Figure 1. Track usage over the die (run 1).
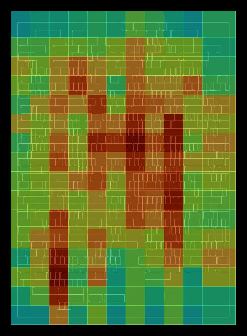
Figure 2. Clock distribution (run 1).
Bar = 20 um.
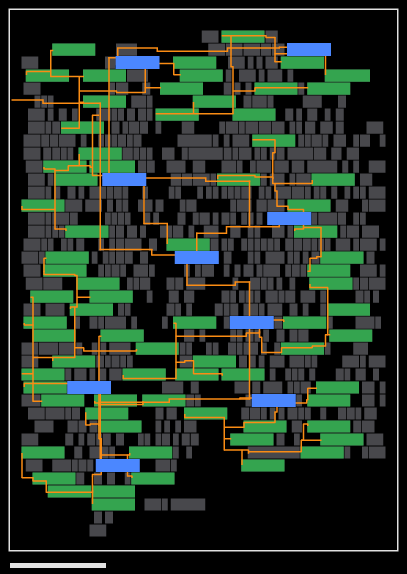
Figure 3. Placed cells, one color a class (run 1).
Bar = 20 um.
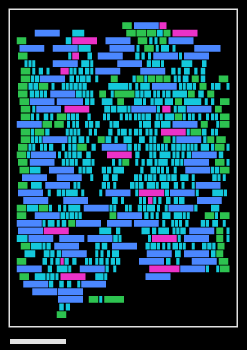
Figure 4. Register map, names as in the netlist (run 1).
Bar = 20 um.
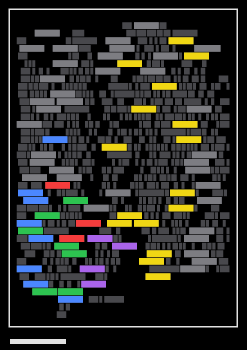
**config.mk**
```make
export PLATFORM = sky130hd
export DESIGN_NAME = can_edge_tx
export DESIGN_NICKNAME = d
export VERILOG_FILES = /design/src/rtl/can_tdc_pkg.sv /design/src/rtl/can_bit_timer.sv /design/src/rtl/can_edge_tx.sv
export SDC_FILE = /design/constraint.sdc
export NUM_CORES = 1
export LEC_CHECK = 0
export ABC_AREA = 1
export CORE_AREA = 2 2 79 111
export CTS_CLUSTER_SIZE = 16
export DETAILED_ROUTE_END_ITERATION = 7
export DIE_AREA = 0 0 81 113
export MAX_ROUTING_LAYER = met4
export PLACE_DENSITY = 0.85
export SYNTH_ARGS = -nofsm -noshare
export SYNTH_HDL_FRONTEND = slang
export SYNTH_SLANG_ARGS = --single-unit
```
**constraint.sdc**
```tcl
create_clock -name CLK -period 2.4 [get_ports CLK]
set_input_delay 0.48 -clock CLK [delete_from_list [all_inputs] [get_ports CLK]]
set_output_delay 0.48 -clock CLK [all_outputs]
set_load 0.02 [all_outputs]
```
**src/rtl/can_tdc_pkg.sv**
```systemverilog
// Shared types and constants for the CAN edge transmitter and its bit timer.
package can_tdc_pkg;

   typedef enum logic [1:0] {
      ST_IDLE  = 2'd0,
      ST_DATA  = 2'd1,
      ST_STUFF = 2'd2,
      ST_IFS   = 2'd3
   } tx_state_t;

   localparam int CAN_FINE_MAX  = 100;
   localparam int CAN_IFS_BITS  = 11;
   localparam int CAN_STUFF_RUN = 5;

   // Clamp a tap code to the last tap that physically exists in the chain.
   function automatic logic [6:0] sat_fine(input logic [6:0] code, input int max_code);
      if (int'(code) > max_code) return 7'(max_code);
      return code;
   endfunction

endpackage

```
**src/rtl/can_bit_timer.sv**
```systemverilog
// Bit-period down-counter; bit_end marks the last CLK cycle of every bit.
module can_bit_timer #(
   parameter int PERIOD_W = 16
) (
   input  logic                CLK,
   input  logic                RST,
   input  logic                load,
   input  logic                en,
   input  logic [PERIOD_W-1:0] period,
   output logic                bit_end
);
   logic [PERIOD_W-1:0] cnt_q;

   always_ff @(posedge CLK or posedge RST) begin
      if (RST) begin
         cnt_q <= '0;
      end else if (load || (en && (cnt_q == '0))) begin
         cnt_q <= period - PERIOD_W'(1);
      end else if (en) begin
         cnt_q <= cnt_q - PERIOD_W'(1);
      end
   end

   assign bit_end = en && (cnt_q == '0);

endmodule

```
**src/rtl/can_edge_tx.sv**
```systemverilog
// CAN-style serializer with bit stuffing and inter-frame space; every line
// transition is flagged with a strobe and a fine tap code for an edge emitter.
//
// state    | meaning
// ST_IDLE  | line recessive, waiting for a held byte
// ST_DATA  | shifting data bits MSB first
// ST_STUFF | one complementary stuff bit after a run of equal bits
// ST_IFS   | recessive inter-frame bits, then tx_done
module can_edge_tx
   import can_tdc_pkg::*;
#(
   parameter int PERIOD_W = 16,
   parameter int FINE_MAX = CAN_FINE_MAX,
   parameter int IFS_BITS = CAN_IFS_BITS
) (
   input  logic                CLK,
   input  logic                RST,
   input  logic [PERIOD_W-1:0] bit_period,
   input  logic [6:0]          fine_delay,
   input  logic                stuff_en,
   input  logic [7:0]          tx_data,
   input  logic                tx_valid,
   input  logic                tx_last,
   output logic                tx_ready,
   output logic                CAN_tx,
   output logic                edge_strobe,
   output logic [6:0]          edge_fine,
   output logic                busy,
   output logic                tx_done,
   output logic                underrun
);
   localparam int IFS_W = (IFS_BITS > 1) ? $clog2(IFS_BITS) : 1;

   tx_state_t state_q, state_d;

   logic                hold_full_q, hold_last_q;
   logic [7:0]          hold_data_q;
   logic [7:0]          shift_q;
   logic [2:0]          bit_idx_q;
   logic                last_q;
   logic [2:0]          run_q;
   logic [IFS_W-1:0]    ifs_q;
   logic [PERIOD_W-1:0] period_q;
   logic [6:0]          fine_q;
   logic                stuff_q;
   logic                can_q, strobe_q, done_q, underrun_q;

   logic                accept, frame_start, bit_end, need_stuff, byte_done;
   logic                stuff_go, advance, load_next, frame_end, ifs_end;
   logic                line_d;
   logic [PERIOD_W-1:0] period_sel;

   assign accept      = tx_valid && !hold_full_q;
   assign frame_start = (state_q == ST_IDLE) && hold_full_q;
   assign need_stuff  = stuff_q && (run_q == 3'(CAN_STUFF_RUN));
   assign byte_done   = (bit_idx_q == 3'd7);
   assign stuff_go    = bit_end && (state_q == ST_DATA) && need_stuff;
   assign advance     = bit_end && (((state_q == ST_DATA) && !need_stuff) ||
                                    (state_q == ST_STUFF));
   // A tx_last byte always closes the frame, even if the next frame's byte is already held.
   assign frame_end   = advance && byte_done && (last_q || !hold_full_q);
   assign load_next   = advance && byte_done && !last_q && hold_full_q;
   assign ifs_end     = bit_end && (state_q == ST_IFS) && (ifs_q == '0);

   // The timer must see the freshly clamped period in the cycle the frame starts.
   assign period_sel = frame_start ?
                       ((bit_period < PERIOD_W'(2)) ? PERIOD_W'(2) : bit_period) :
                       period_q;

   can_bit_timer #(.PERIOD_W(PERIOD_W)) u_timer (
      .CLK     (CLK),
      .RST     (RST),
      .load    (frame_start),
      .en      (busy),
      .period  (period_sel),
      .bit_end (bit_end)
   );

   always_ff @(posedge CLK or posedge RST) begin
      if (RST) state_q <= ST_IDLE;
      else     state_q <= state_d;
   end

   always_comb begin
      state_d = state_q;
      case (state_q)
         ST_IDLE:  if (hold_full_q) state_d = ST_DATA;
         ST_DATA: begin
            if (stuff_go)       state_d = ST_STUFF;
            else if (frame_end) state_d = ST_IFS;
         end
         ST_STUFF: if (bit_end) state_d = frame_end ? ST_IFS : ST_DATA;
         ST_IFS:   if (ifs_end) state_d = ST_IDLE;
         default:  state_d = ST_IDLE;
      endcase
   end

   always_comb begin
      busy = (state_q != ST_IDLE);
   end

   always_comb begin
      line_d = can_q;
      if (frame_start) begin
         line_d = hold_data_q[7];
      end else if (stuff_go) begin
         line_d = ~can_q;
      end else if (advance) begin
         if (!byte_done)     line_d = shift_q[6];
         else if (load_next) line_d = hold_data_q[7];
         else                line_d = 1'b1;
      end
   end

   always_ff @(posedge CLK or posedge RST) begin
      if (RST) begin
         hold_full_q <= 1'b0;
         hold_last_q <= 1'b0;
         hold_data_q <= '0;
         shift_q     <= '0;
         bit_idx_q   <= '0;
         last_q      <= 1'b0;
         run_q       <= '0;
         ifs_q       <= '0;
         period_q    <= PERIOD_W'(2);
         fine_q      <= '0;
         stuff_q     <= 1'b0;
         can_q       <= 1'b1;
         strobe_q    <= 1'b0;
         done_q      <= 1'b0;
         underrun_q  <= 1'b0;
      end else begin
         if (frame_start || load_next) hold_full_q <= 1'b0;
         if (accept) begin
            hold_full_q <= 1'b1;
            hold_data_q <= tx_data;
            hold_last_q <= tx_last;
         end

         if (frame_start) begin
            period_q <= period_sel;
            fine_q   <= sat_fine(fine_delay, FINE_MAX);
            stuff_q  <= stuff_en;
         end

         if (frame_start || load_next) begin
            shift_q   <= hold_data_q;
            last_q    <= hold_last_q;
            bit_idx_q <= '0;
         end else if (advance && !byte_done) begin
            shift_q   <= {shift_q[6:0], 1'b0};
            bit_idx_q <= bit_idx_q + 3'd1;
         end

         // Run length counts stuff bits too; the idle line never counts.
         if (frame_start) begin
            run_q <= 3'd1;
         end else if (stuff_go || advance) begin
            if (line_d != can_q)                    run_q <= 3'd1;
            else if (run_q != 3'(CAN_STUFF_RUN))    run_q <= run_q + 3'd1;
         end

         if (frame_end)                         ifs_q <= IFS_W'(IFS_BITS - 1);
         else if (bit_end && (state_q == ST_IFS) && (ifs_q != '0))
                                                ifs_q <= ifs_q - IFS_W'(1);

         can_q      <= line_d;
         strobe_q   <= (line_d != can_q);
         done_q     <= ifs_end;
         underrun_q <= frame_end && !last_q;
      end
   end

   assign tx_ready    = !hold_full_q;
   assign CAN_tx      = can_q;
   assign edge_strobe = strobe_q;
   assign edge_fine   = fine_q;
   assign tx_done     = done_q;
   assign underrun    = underrun_q;

endmodule

```
==> CHANGELOG.md, run 1 <==
### Changed

* Status: completed
* WHS at 0.4679 ns
* FP Core Util at 50.17%
* Tool warnings at 27
* # fillers at 722
* VDD IR max at 647.2 uV
* Sequential fraction of the synthesis area at 45.63%
* Adder-cell share of the synthesized area at 1.847%
* Fin crit share at 94.81%
* Yosys aoi share at 10.41%
* Design area at 5159 um^2
* Combinational Power at 0.000862 W
* Max cap viols at 0
* Yosys reg bits at approximately 74
* Max Fanout on Critical Path at 11
* Mapped Area at 4064 um^2
* Comb pwr share at 23.1%
* Largest logic family: simple AND/OR/NAND/NOR gates
* DR vias at approximately 3,600
* Rel. slew slack at a little over three fifths
* Cell Count, Final, Fillers Out at 699
* Post-CTS resize count at 1
* Final wirelength at 9.568 mm
* Setup WS post-layout at 0.1247 ns
* Yosys stat chip area at 4064 um^2
* Synth mux share at 2.463%
* P_sw at between 0.001 and 0.0015 W
* Grt ovf at 0
* Sequential power at 0.00153 W
* Die width at 81 um
* Synth-to-Final Area Change at 26.94%
* Remaining antenna violation count after routing at 0
* Slowest CP cell: dfrtp_1
* Gpl congestion at 0.9175
* Post-synthesis cell count from yosys at ~520
* CP endpoint kind: flop
* Vias in the first global route at 3,744
* DR iter-0 viols at about 180
* Synth warnings at 0
* Clock root buffer: clkbuf_16
* # DRC at 0
* Reg clk slew, reported paths at roughly 0.060 ns
* Chip area at 9153 um^2
* CTS Sinks at 74
* Crit Path Class: flop to flop
* Crit-path cells: nor2_1 -> nand3_1 -> nor2_2 -> nand2_2 -> nand2_8 -> nor2_1 -> o21bai_2 -> ha_2 -> buf_4 -> nand3_2 -> buf_4 -> xor2_1 -> o21ai_1
* Hold buffer count at cts at 0
* Leading area contributor after synthesis: dfrtp_1
* Mapped Nets at roughly 560
* Slew Limit Fails at 0
* Commonest cells in the netlist: nand2_1 (144), dfrtp_1 (72), inv_1 (66)
* Antenna violations before repair at 0
* Diodes inserted at 0
* Startpoint Class: flop
* Routed wire length per instance at 13.69 um
* Total Nets Final at 634
* Count of final setup violators at 0
* Mean Syn Cell Area at 7.891 um^2
* Dominant Register Cell: dfrtp_1
* Placed Area at 4791 um^2
* Die Span Y at 113 um
* Pre-CTS setup slack at -0.2327 ns
* Pwr Density at 724.7 nW/um^2
* Main power group: registers
* Core area at just over 8000 um^2
* Fmax at 439.5 MHz
* Post-synth EDFFs at 0
* TritonCTS buffer count at 9
* Crit path time final at about 2.3 ns
* Global-route wire length before repair at roughly 16 mm
* Actual slew at the worst max-slew pin at between 0.5 and 0.6 ns
* Num ports at 49
* Share of post-route cells with drive strength above 1 at about 17%
* Placed insts at 679
* Register share of total power at 41.0%
Notes on Figure 1 above:
Top Usage Layer GRT: met2
grt met1 use: 23.47%
Final Util: 63.69%
met3 Usage GRT: 6.140%

Notes on Figure 2 above:
Key: orange = clock wires [length 983 um]; blue = clock-net drivers [count 9]; green = flip-flops [count 74]
Position of the flops: spread over the die.
skew final: 0.007001 ns
Clock Power: 0.00134 W
clock network power share: 35.9%
clk_lat worst skew: 0.35 ns

Notes on Figure 3 above:
Key: green = remaining buffers and delay cells [cells 78, share of their area 15%]; cyan = remaining logic cells [cells 429, share of their area 43%]; magenta = clock drivers and dummy loads [cells 16, share of their area 5.9%]; blue = registers [cells 74, share of their area 37%]

Notes on Figure 4 above:
Key: purple = ifs_q [sequential cells 4]; green = shift_q [sequential cells 7, where lower left]; red = bit_idx_q [sequential cells 3]; blue = hold_data_q [sequential cells 8]; yellow = u_timer.cnt_q [sequential cells 16]
Another 36 sequential cells are not colored.

[run 1: registers in the layout, indices dropped and copies added (netlist names), 2 cells and up]
register and cells:
period_q 16, u_timer.cnt_q 16, hold_data_q 8, edge_fine 7, shift_q 7, ifs_q 4
bit_idx_q 3, run_q 3, state_q 2
[run 1: critical path, delay by kind of cell, from the launching register on]
family / cells / cell delay (ns)
adder cells (fa/ha/maj): 1 / 0.19
buffers and inverters: 2 / 0.26
AND-OR/OR-AND: 2 / 0.28
AND/OR/NAND/NOR: 7 / 0.86
XOR/XNOR: 1 / 0.18
flip-flops: 1 / 0.39
[run 1: area by class of cell]
class,count,area [um^2],share of cell area [%]
Clock buffer,10,229.0,4.439
Clock inverter,6,67.56,1.310
Inverter,71,274.0,5.312
Multi-Input combinational cell,358,1872,36.28
Sequential cell,74,1854,35.94
Tap cell,102,127.6,2.474
Timing Repair Buffer,78,734.5,14.24
[run 1: cells in the final DEF (no fill, tap or decap), drive strengths merged, types with 6 or more instances in the layout]
cell type,instances
buf,30
mux2,8
ha,6
nor2,53
nand2,153
o21ai,59
clkbuf,10
a21oi,8
inv,71
nand3,35
dfrtp,72
nand4,8
clkdlybuf4s50,48
[run 1: worst paths after layout]
kind	startpoint	endpoint	slack, ns	cells after the start
min reg2reg	last_q	underrun	0.47	1
min in group asynchronous	RST	shift_q[2]	0.54	3
max	u_timer.cnt_q[11]	u_timer.cnt_q[6]	0.12	13
min	last_q	underrun	0.47	1
max in group asynchronous	RST	period_q[1]	1.53	3
max reg2reg	u_timer.cnt_q[11]	u_timer.cnt_q[6]	0.12	13
[run 1: per-layer routing]
metal	wire length, um	GRT usage, %	up-vias
li1	-	-	1800
met1	3647	23.47	1693
met2	5231	41.82	102
met3	477	6.140	24
met4	213	9.492	0
met5	0	-	-
Figure 5. Logic cells by family (run 1).
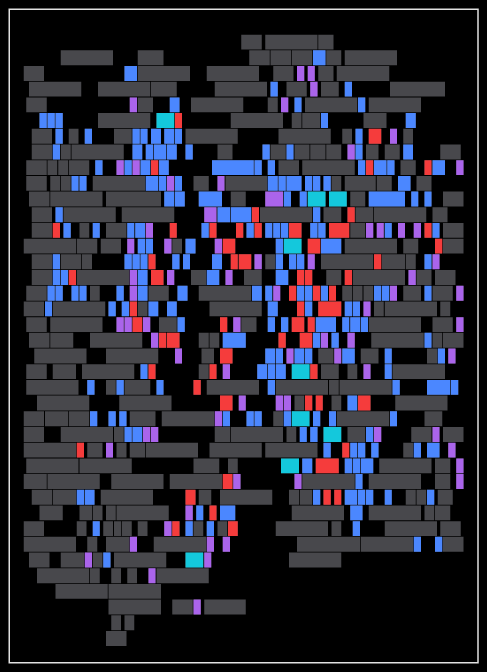

==> inputs of run 2 (changes only) <==
--- a/config.mk
+++ b/config.mk
@@ -12,6 +12,7 @@
 export DIE_AREA = 0 0 81 113
 export MAX_ROUTING_LAYER = met4
 export PLACE_DENSITY = 0.85
+export SKIP_CTS_REPAIR_TIMING = 1
 export SYNTH_ARGS = -nofsm -noshare
 export SYNTH_HDL_FRONTEND = slang
 export SYNTH_SLANG_ARGS = --single-unit
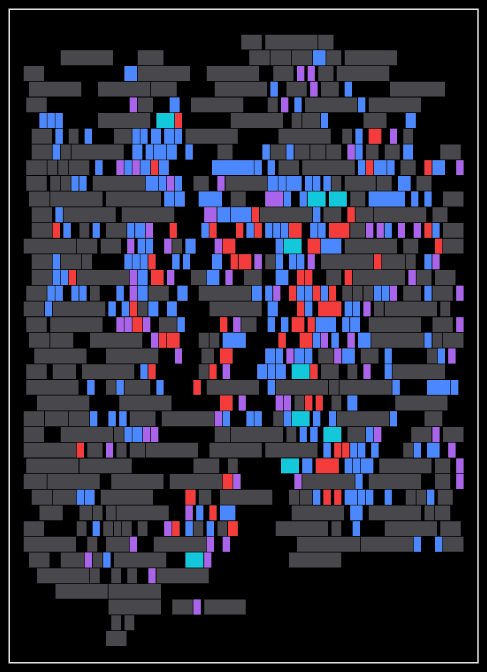
Figure 6: run 2, logic cells by family.
Key: blue = nand cells [cells 198]; cyan = xor and xnor cells [cells 9]; red = nor cells [cells 60]; purple = inv cells [cells 71]
Cell Count, Final, Fillers Out: 699
most numerous logic cell after layout: nand2_1
Comb area share: 36.28%

==> run 2 against run 1 <==
Clock power about the same; maximum frequency up 0.78%; global-route usage up 0.10 points; setup slack better by 0.018 ns; utilization unchanged; largest cell class unchanged.
==> CHANGELOG.md, run 2 <==
### Changed

* Register area at 1854 um^2 (unchanged)
* Flop count at 74 (unchanged)
* Top class by area: logic gates
* Status: completed
* Yosys stat chip area at 4064 um^2 (unchanged)
* CTS Sinks at 74 (unchanged)
* Routed wire length per instance at 13.65 um (-0.31%)
* Slew Limit Fails at 0 (unchanged)
* Diodes inserted at 0 (unchanged)
* Tool warnings at 27 (unchanged)
* Top Usage Layer GRT: met2
* Gpl congestion at 0.9175 (unchanged)
* Yosys aoi share at 10.41% (unchanged)
* Reg clk slew, reported paths at 0.06 ns (about the same)
* Post-synth EDFFs at 0 (unchanged)
* Core area at 8100 um^2 (unchanged)
* Vias in the first global route at 3,748 (+0.11%)
* Clock buf count at 10 (unchanged)
* Global routing usage on met2 at 41.65% (-0.17 points)
* Crit Path Class: flop to flop
* Placed Area at 4791 um^2 (unchanged)
* # fillers at 724 (+0.28%)
* Final wirelength at 9.538 mm (-0.31%)
* Fraction of area in clock buffers and inverters at 5.748% (unchanged)
* Post-synthesis cell count from yosys at 515 (unchanged)
* Placed insts at 679 (unchanged)
* Clock root buffer: clkbuf_16
* Skew final at 0.007253 ns (+0.0002521 ns)
* Buffers excl. clock at 78 (unchanged)
* DR vias at 3,612 (-0.19%)
* Mapped Nets at 557 (unchanged)
* # DRC at 0 (unchanged)
* Remaining antenna violation count after routing at 0 (unchanged)
* Synth warnings at 0 (unchanged)
* Regs by FF count: period_q (16), u_timer.cnt_q (16), hold_data_q (8)
* M1 WL at 3.682 mm (+0.96%)
* Met3 Usage GRT at 5.981% (-0.16 points)
* Layout non-clock buf frac at 14.24% (unchanged)
* Pwr Density at 722.3 nW/um^2 (-0.34%)
* WL met2 at 5.207 mm (-0.46%)
* Max Used Layer: met4
* Commonest cells in the netlist: nand2_1 (144), dfrtp_1 (72), inv_1 (66)
* # Taps at 102 (unchanged)
==> run 2: cell types whose count changed in the layout (fill, tap and decap cells not counted) <==
cell	change
nor2_2	-1
nand2_2	+1
nor2_1	+1
nand2_1	-1
==> run 2: stage by stage <==
stage | utilization [%] | total power (W) | setup slack [ns]
4_1_cts | 62.81 | 0.003709 | -0.01551
6_report | 63.69 | 0.003726 | 0.1424
5_1_grt | 63.69 | 0.003910 | 0.00005262
3_3_place_gp | 59.14 | 0.002329 | -0.1233
2_1_floorplan | - | 0.002083 | 0.04169
3_5_place_dp | 59.14 | 0.002360 | -0.2327
==> run 2: final timing paths <==
check,from,to,slack [ns],depth (start not counted)
setup / recovery,u_timer.cnt_q[11],u_timer.cnt_q[6],0.14,13
hold / removal,last_q,underrun,0.47,1
setup reg to reg,u_timer.cnt_q[11],u_timer.cnt_q[6],0.14,13
hold reg to reg,last_q,underrun,0.47,1
max in group asynchronous,RST,period_q[1],1.52,3
min in group asynchronous,RST,ifs_q[1],0.54,3
==> run 2: power by group <==
| part | total, W | switching, W | leakage [nW] | internal, W |
|---|---|---|---|---|
| Combinational | 0.000858 | 0.000503 | 1.50 | 0.000355 |
| Clock | 0.00133 | 0.000527 | 0.139 | 0.000806 |
| Sequential | 0.00153 | 0.000115 | 0.903 | 0.00142 |
| Total | 0.00373 | 0.00115 | 2.54 | 0.00258 |
==> run 2: worst max-delay path, cell delays in order, from the launching register on <==
cell	delay [ns]
dfrtp_1	0.39
nor2_1	0.12
nand3_1	0.15
nor2_2	0.18
nand2_2	0.11
nand2_8	0.14
nor2_1	0.05
o21bai_2	0.20
ha_2	0.19
buf_4	0.13
nand3_2	0.09
buf_4	0.13
xor2_1	0.17
o21ai_1	0.08
Figure 7. Register map, names as in the netlist (run 2).
Bar = 20 um.
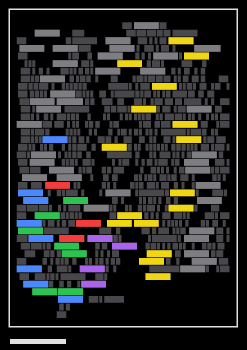

==> inputs of run 3 (changes only) <==
--- a/config.mk
+++ b/config.mk
@@ -6,12 +6,12 @@
 export NUM_CORES = 1
 export LEC_CHECK = 0
 export ABC_AREA = 1
-export CORE_AREA = 2 2 79 111
+export CORE_AREA = 2 2 73 103
 export CTS_CLUSTER_SIZE = 16
 export DETAILED_ROUTE_END_ITERATION = 7
-export DIE_AREA = 0 0 81 113
+export DIE_AREA = 0 0 75 105
 export MAX_ROUTING_LAYER = met4
-export PLACE_DENSITY = 0.85
+export PLACE_DENSITY = 0.93
 export SKIP_CTS_REPAIR_TIMING = 1
 export SYNTH_ARGS = -nofsm -noshare
 export SYNTH_HDL_FRONTEND = slang
==> constraint.sdc (replaced) <==
create_clock -name CLK -period 2.6 [get_ports CLK]
set_input_delay 0.52 -clock CLK [delete_from_list [all_inputs] [get_ports CLK]]
set_output_delay 0.52 -clock CLK [all_outputs]
set_load 0.02 [all_outputs]
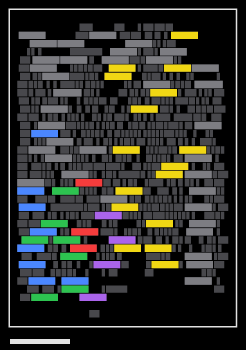
Figure 8: run 3, register map, names as in the netlist.
Bar = 20 um.
Key: purple = ifs_q [sequential cells 4, where bottom center]; yellow = u_timer.cnt_q [sequential cells 16]; blue = hold_data_q [sequential cells 8]; red = bit_idx_q [sequential cells 3]; green = shift_q [sequential cells 7, where lower left]
Final Util: 71.04%
flop share of the area: 37.87%

==> run 3 against run 2 <==
Die size is 14% lower; clock power fell by 26%; first-iteration DRC count increased by 99%; global-route usage increased by 3.9 points; critical endpoint is now u_timer.cnt_q[12]; highest routed layer unchanged; critical path type unchanged; synthesized area stayed put; sequential share of layout area is 1.9 points higher.
==> CHANGELOG.md, run 3 <==
### Changed

* Regs by FF count: period_q (16), u_timer.cnt_q (16), hold_data_q (8)
* Final wirelength at 9.549 mm (+0.12%)
* Top cells by area: dfrtp_1 (44%), nand2_1 (13%), inv_1 (6.1%)
* Yosys stat chip area at 4064 um^2 (unchanged)
* Commonest cells in the netlist: nand2_1 (144), dfrtp_1 (72), inv_1 (66)
* Mapped Nets at 557 (unchanged)
* Pwr Density at 645.1 nW/um^2 (-11%)
* CTS Sinks at 74 (unchanged)
* Worst Path Buf+Inv at 2 (unchanged)
* Vias in the first global route at 3,743 (-0.13%)
* DR iter-0 viols at 361
* Status: completed
* Placed insts at 658 (-3.1%)
* # fillers at 506 (-30%)
* Reg clk slew, reported paths at 0.08 ns (+0.02 ns)
* Register area at 1854 um^2 (unchanged)
* Port Buffer Count at 48
* Met3 Usage GRT at 6.943% (+0.96 points)
* Crit Path Class: flop to flop
* Clock root buffer: clkbuf_8
* Max Fanout on Critical Path at 27
* Slowest CP cell: dfrtp_1
* Skew final at 0.01175 ns (+0.004496 ns)
* Max stage delay on crit path at 0.43 ns (+0.04 ns)
* Synth warnings at 0 (unchanged)
* Post-synth EDFFs at 0 (unchanged)
* DR vias at 3,718 (+2.9%)
* Fmax at around 420 MHz
* Diodes inserted at 0 (unchanged)
* Most numerous logic cell after layout: nand2_1
* WHS at 0.4717 ns
* # DRC at 0 (unchanged)
* Crit-path cells: inv_2 -> nand2_4 -> nand3_2 -> nor2_2 -> nand2_2 -> nand2_8 -> or2_2 -> nand2_2 -> ha_1 -> inv_1 -> nor3_2 -> nand2_1 -> xnor2_1 -> nand2_1 -> nand2_1
* Max Used Layer: met4
* Setup WS post-layout at 0.2058 ns (+0.06347 ns)
* WL met2 at 5.057 mm (-2.9%)
* Critical path's top delay family: simple AND/OR/NAND/NOR gates
* Remaining antenna violation count after routing at 0 (unchanged)
* Top Usage Layer GRT: met2
* Routed wire length per instance at 14.17 um (+3.8%)
* Global routing usage on met2 at 45.49% (+3.8 points)
* Pwr Total at 0.003158 W (-15%)
* Routed met3 length at 547 um
* Gpl congestion at 0.9683 (+5.5%)
* Pre-CTS setup slack at -0.06649 ns (+0.1662 ns)
* Slew Limit Fails at 0 (unchanged)
* Die Span Y at roughly 110 um
* 1st-pass router iterations at 8
* CP most frequent cell: nand2_1
* Cell Count, Final, Fillers Out at 674 (-3.6%)
* Core area at 6892 um^2 (-15%)
* Tool warnings at 27 (unchanged)
* Post-synthesis cell count from yosys at 515 (unchanged)
* M1 WL at 3.554 mm (-3.5%)
* Die width at 75 um
[run 3: stage by stage]
step	instance area, um^2	TNS, ns	utilization, %
2_1_floorplan	4064	0	-
3_3_place_gp	4664	0	67.68
3_5_place_dp	4664	-0.06649	67.68
4_1_cts	4882	0	70.84
5_1_grt	4896	0	71.04
6_report	4896	0	71.04
[run 3: tightest hold or removal path, delay by kind of cell (launching register included)]
kind | cells | cell delay, ns
and+or+nand+nor | 2 | 0.10
DFF | 1 | 0.34
[run 3: final cells by class]
class / count / area share [%]
inverters: 71 / 5.597
well taps: 95 / 2.428
clock buffers: 9 / 2.530
repair buffers: 60 / 11.99
multi-input cells: 358 / 37.67
clock inverters: 7 / 1.917
flip-flops and latches: 74 / 37.87
[run 3: kinds of logic (layout without fill, tap and decap cells)]
group           after synthesis  after routing  synth area share, %
simple gates                260            260                28.48
xor+xnor                      9              9                1.940
mux                           9              9                2.463
flops                        74             74                45.63
buf+inv                      83            147                9.236
compound gates               74             74                10.41
fa+ha+maj                     6              6                1.847
[run 3: worst paths after layout]
kind	cells after the start	from	to	slack [ns]
min	2	hold_last_q	last_q	0.47
max in group asynchronous	3	RST	CAN_tx	1.69
min in group asynchronous	3	RST	ifs_q[0]	0.56
min reg2reg	2	hold_last_q	last_q	0.47
max reg2reg	15	state_q[1]	u_timer.cnt_q[12]	0.21
max	15	state_q[1]	u_timer.cnt_q[12]	0.21
[run 3: report_power, final]
| part | leakage (nW) | switching, W | internal [W] |
|---|---|---|---|
| combinational | 1.41 | 0.000457 | 0.000310 |
| clock | 0.105 | 0.000444 | 0.000538 |
| sequential | 0.903 | 0.000103 | 0.00131 |
| total | 2.42 | 0.00100 | 0.00215 |
Power is estimated from default activity; no workload was simulated.
